==> src/rtl/pong_game_ctrl.sv <==
// pong_game_ctrl: frame-stepped pong sequencer owning ball motion, serve timing, scoring and win detection.
// Everything advances only on cycles with frame_tick high; all outputs are registered.
module pong_game_ctrl #(
   parameter int SCR_W        = 640,
   parameter int SCR_H        = 480,
   parameter int BALL_SIZE    = 8,
   parameter int BALL_ISPX    = 5,
   parameter int BALL_ISPY    = 3,
   parameter int PAD_HEIGHT   = 48,
   parameter int PAD_WIDTH    = 10,
   parameter int PAD_OFFS     = 32,
   parameter int SPEEDUP      = 5,
   parameter int SPX_MAX      = 12,
   parameter int WIN_SCORE    = 9,
   parameter int SERVE_FRAMES = 60
) (
   input  logic       clk,
   input  logic       rst_n,
   input  logic       frame_tick,
   input  logic       btn_start,
   input  logic [9:0] padl_y,
   input  logic [9:0] padr_y,
   output logic [9:0] ball_x,
   output logic [9:0] ball_y,
   output logic [3:0] score_l,
   output logic [3:0] score_r,
   output logic [2:0] state,
   output logic       hit
);
   typedef enum logic [2:0] {IDLE = 3'd0, SERVE = 3'd1, PLAY = 3'd2, POINT = 3'd3, OVER = 3'd4} state_t;
   localparam int CW = $clog2(SERVE_FRAMES + 1);
   localparam logic [9:0] XC = 10'((SCR_W - BALL_SIZE) / 2);
   localparam logic [9:0] YC = 10'((SCR_H - BALL_SIZE) / 2);
   localparam logic [9:0] XMAX = 10'(SCR_W - BALL_SIZE);
   localparam logic [9:0] YMAX = 10'(SCR_H - BALL_SIZE);
   localparam logic [9:0] XL = 10'(PAD_OFFS + PAD_WIDTH);
   localparam logic [9:0] XR = 10'(SCR_W - PAD_OFFS - PAD_WIDTH - 1 - BALL_SIZE);
   localparam logic [9:0] STEPY = 10'(BALL_ISPY);
   localparam logic [10:0] LF = 11'(PAD_OFFS + PAD_WIDTH);
   localparam logic [10:0] RF = 11'(SCR_W - PAD_OFFS - PAD_WIDTH - 1);
   localparam logic [10:0] BS = 11'(BALL_SIZE);
   localparam logic [10:0] SPY = 11'(BALL_ISPY);
   localparam logic [10:0] PH = 11'(PAD_HEIGHT);
   localparam logic [10:0] W = 11'(SCR_W);
   localparam logic [10:0] H = 11'(SCR_H);
   localparam logic [3:0] ISPX = 4'(BALL_ISPX);
   localparam logic [3:0] SPMAX = 4'(SPX_MAX);
   localparam logic [3:0] NHIT = 4'(SPEEDUP);
   localparam logic [3:0] WIN = 4'(WIN_SCORE);
   localparam logic [CW-1:0] SLAST = CW'(SERVE_FRAMES - 1);

   state_t        state_q, state_d;
   logic [9:0]    ball_x_q, ball_x_d, ball_y_q, ball_y_d;
   logic [3:0]    score_l_q, score_l_d, score_r_q, score_r_d;
   logic [3:0]    spx_q, spx_d, shot_q, shot_d;
   logic [CW-1:0] cnt_q, cnt_d;
   logic          dx_q, dx_d, dy_q, dy_d, hit_q, hit_d, scorer_q, scorer_d;
   logic [10:0]   bx, by, sp, pl, pr;
   logic          olap_l, olap_r, hit_l, hit_r, miss_l, miss_r, speed_up;
   logic [3:0]    new_score;

   // 11-bit views so sums near the right/bottom edge cannot wrap
   assign bx = {1'b0, ball_x_q};
   assign by = {1'b0, ball_y_q};
   assign sp = {7'b0, spx_q};
   assign pl = {1'b0, padl_y};
   assign pr = {1'b0, padr_y};
   assign olap_l = (by + BS > pl) && (by < pl + PH);
   assign olap_r = (by + BS > pr) && (by < pr + PH);
   assign hit_l = !dx_q && bx >= LF && bx - sp < LF && olap_l;
   assign hit_r = dx_q && bx + BS <= RF && bx + BS + sp > RF && olap_r;
   assign miss_l = !dx_q && bx < sp;
   assign miss_r = dx_q && bx + BS + sp >= W;
   assign speed_up = shot_q + 4'd1 == NHIT;
   assign new_score = scorer_q ? score_l_q + 4'd1 : score_r_q + 4'd1;

   always_comb begin
      state_d = state_q;
      ball_x_d = ball_x_q;
      ball_y_d = ball_y_q;
      score_l_d = score_l_q;
      score_r_d = score_r_q;
      spx_d = spx_q;
      shot_d = shot_q;
      cnt_d = cnt_q;
      dx_d = dx_q;
      dy_d = dy_q;
      scorer_d = scorer_q;
      hit_d = 1'b0;
      if (frame_tick) begin
         case (state_q)
            IDLE: begin
               ball_x_d = XC;
               ball_y_d = YC;
               score_l_d = '0;
               score_r_d = '0;
               if (btn_start) state_d = SERVE;
            end
            SERVE: begin
               ball_x_d = XC;
               ball_y_d = YC;
               spx_d = ISPX;
               shot_d = '0;
               cnt_d = (cnt_q == SLAST) ? '0 : cnt_q + 1'b1;
               if (cnt_q == SLAST) state_d = PLAY;
            end
            PLAY: begin
               if (dy_q && by + BS + SPY >= H) begin
                  ball_y_d = YMAX;
                  dy_d = 1'b0;
               end else if (!dy_q && by < SPY) begin
                  ball_y_d = '0;
                  dy_d = 1'b1;
               end else ball_y_d = dy_q ? ball_y_q + STEPY : ball_y_q - STEPY;
               // a paddle contact takes priority over a miss on the same frame
               if (hit_l || hit_r) begin
                  ball_x_d = hit_l ? XL : XR;
                  dx_d = hit_l;
                  hit_d = 1'b1;
                  shot_d = speed_up ? '0 : shot_q + 4'd1;
                  spx_d = (speed_up && spx_q < SPMAX) ? spx_q + 4'd1 : spx_q;
               end else if (miss_l || miss_r) begin
                  ball_x_d = miss_l ? '0 : XMAX;
                  scorer_d = miss_r;
                  state_d = POINT;
               end else ball_x_d = dx_q ? ball_x_q + 10'(spx_q) : ball_x_q - 10'(spx_q);
            end
            POINT: begin
               ball_x_d = XC;
               ball_y_d = YC;
               score_l_d = scorer_q ? new_score : score_l_q;
               score_r_d = scorer_q ? score_r_q : new_score;
               dx_d = scorer_q;
               if (new_score == WIN) state_d = OVER;
               else begin
                  state_d = SERVE;
                  dy_d = ~dy_q;
               end
            end
            OVER: begin
               ball_x_d = XC;
               ball_y_d = YC;
               if (btn_start) begin
                  state_d = SERVE;
                  score_l_d = '0;
                  score_r_d = '0;
                  dx_d = 1'b1;
               end
            end
            default: state_d = IDLE;
         endcase
      end
   end

   always_ff @(posedge clk or negedge rst_n) begin
      if (!rst_n) begin
         state_q <= IDLE;
         ball_x_q <= XC;
         ball_y_q <= YC;
         score_l_q <= '0;
         score_r_q <= '0;
         spx_q <= ISPX;
         shot_q <= '0;
         cnt_q <= '0;
         dx_q <= 1'b1;
         dy_q <= 1'b1;
         scorer_q <= 1'b0;
         hit_q <= 1'b0;
      end else begin
         state_q <= state_d;
         ball_x_q <= ball_x_d;
         ball_y_q <= ball_y_d;
         score_l_q <= score_l_d;
         score_r_q <= score_r_d;
         spx_q <= spx_d;
         shot_q <= shot_d;
         cnt_q <= cnt_d;
         dx_q <= dx_d;
         dy_q <= dy_d;
         scorer_q <= scorer_d;
         hit_q <= hit_d;
      end
   end

   assign ball_x = ball_x_q;
   assign ball_y = ball_y_q;
   assign score_l = score_l_q;
   assign score_r = score_r_q;
   assign state = state_q;
   assign hit = hit_q;
endmodule

==> config.mk <==
export PLATFORM = sky130hd
export DESIGN_NAME = pong_game_ctrl
export DESIGN_NICKNAME = d
export VERILOG_FILES = /design/src/rtl/pong_game_ctrl.sv
export SDC_FILE = /design/constraint.sdc
export NUM_CORES = 1
export LEC_CHECK = 0
export CORE_ASPECT_RATIO = 0.7
export CORE_MARGIN = 2
export CORE_UTILIZATION = 52
export DETAILED_ROUTE_END_ITERATION = 16
export PLACE_DENSITY = 0.74
export SLEW_MARGIN = 15
export SYNTH_ARGS = -nofsm -noshare
export SYNTH_HDL_FRONTEND = slang
export SYNTH_SLANG_ARGS = --single-unit
==> constraint.sdc <==
create_clock -name clk -period 8.2 [get_ports clk]
set_input_delay 1.23 -clock clk [delete_from_list [all_inputs] [get_ports clk]]
set_output_delay 1.23 -clock clk [all_outputs]
set_load 0.05 [all_outputs]
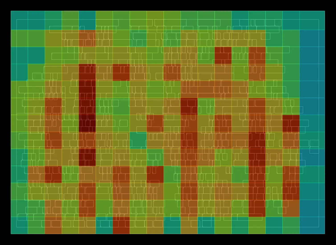
final_congestion.png
global-route track usage on met1: 37.13%
final core utilization: 60.40%
met2 layer usage reported by global route: 40.73%
GR Util met3: 3.318%
Avg WL per Cell: 17.07 µm

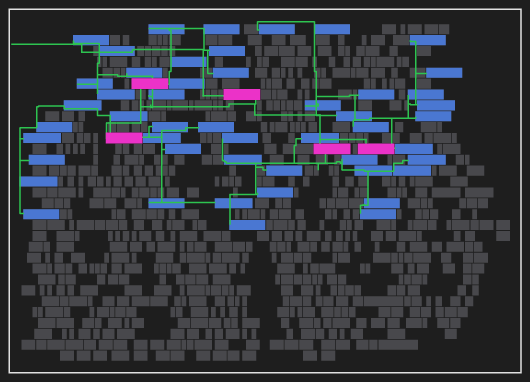
clock_map.png
Drawn at 4 px/µm.
[magenta] cells driving clock nets | count: 5
[blue] flip-flops | count: 49
[green] clock wires | length: 618 µm
routed clock nets: 6

==> impl_metrics.tcl <==
# implementation run metrics
set metrics [dict create \
    worst_r2r_path_depth 10 \
    drive_gt1_share_pct 5.609 \
    end_kind "register" \
    synth-xor-area-share_pct 5.539 \
    postLayoutSetupSlackWorst_ns 3.384 \
    yosys.area.top_type "sky130_fd_sc_hd__dfrtp_1" \
    grt_antenna_before_repair 0 \
    worstPathArrival_ns 4.98 \
    status "complete, no violations" \
    post_synth_instance_area_um2 5557 \
    setup_total_negative_slack_ns 0 \
    dr_wl_met2_um 6877 \
    totalWireLength_um 14730 \
    post_synth_main_area_contributors "sky130_fd_sc_hd__dfrtp_1 (16%), sky130_fd_sc_hd__ha_1 (14%), sky130_fd_sc_hd__dfstp_2 (6.6%)" \
    r2r_setup_slack_ns 4.22 \
    drt.antenna.violating_nets 0 \
    synth.top_cell.area_share_pct 15.76 \
    dominant_cells "logic gates" \
    layout_top_cell "sky130_fd_sc_hd__nand2_1" \
    ff_type "sky130_fd_sc_hd__dfrtp_1" \
    dp.cells 855 \
]
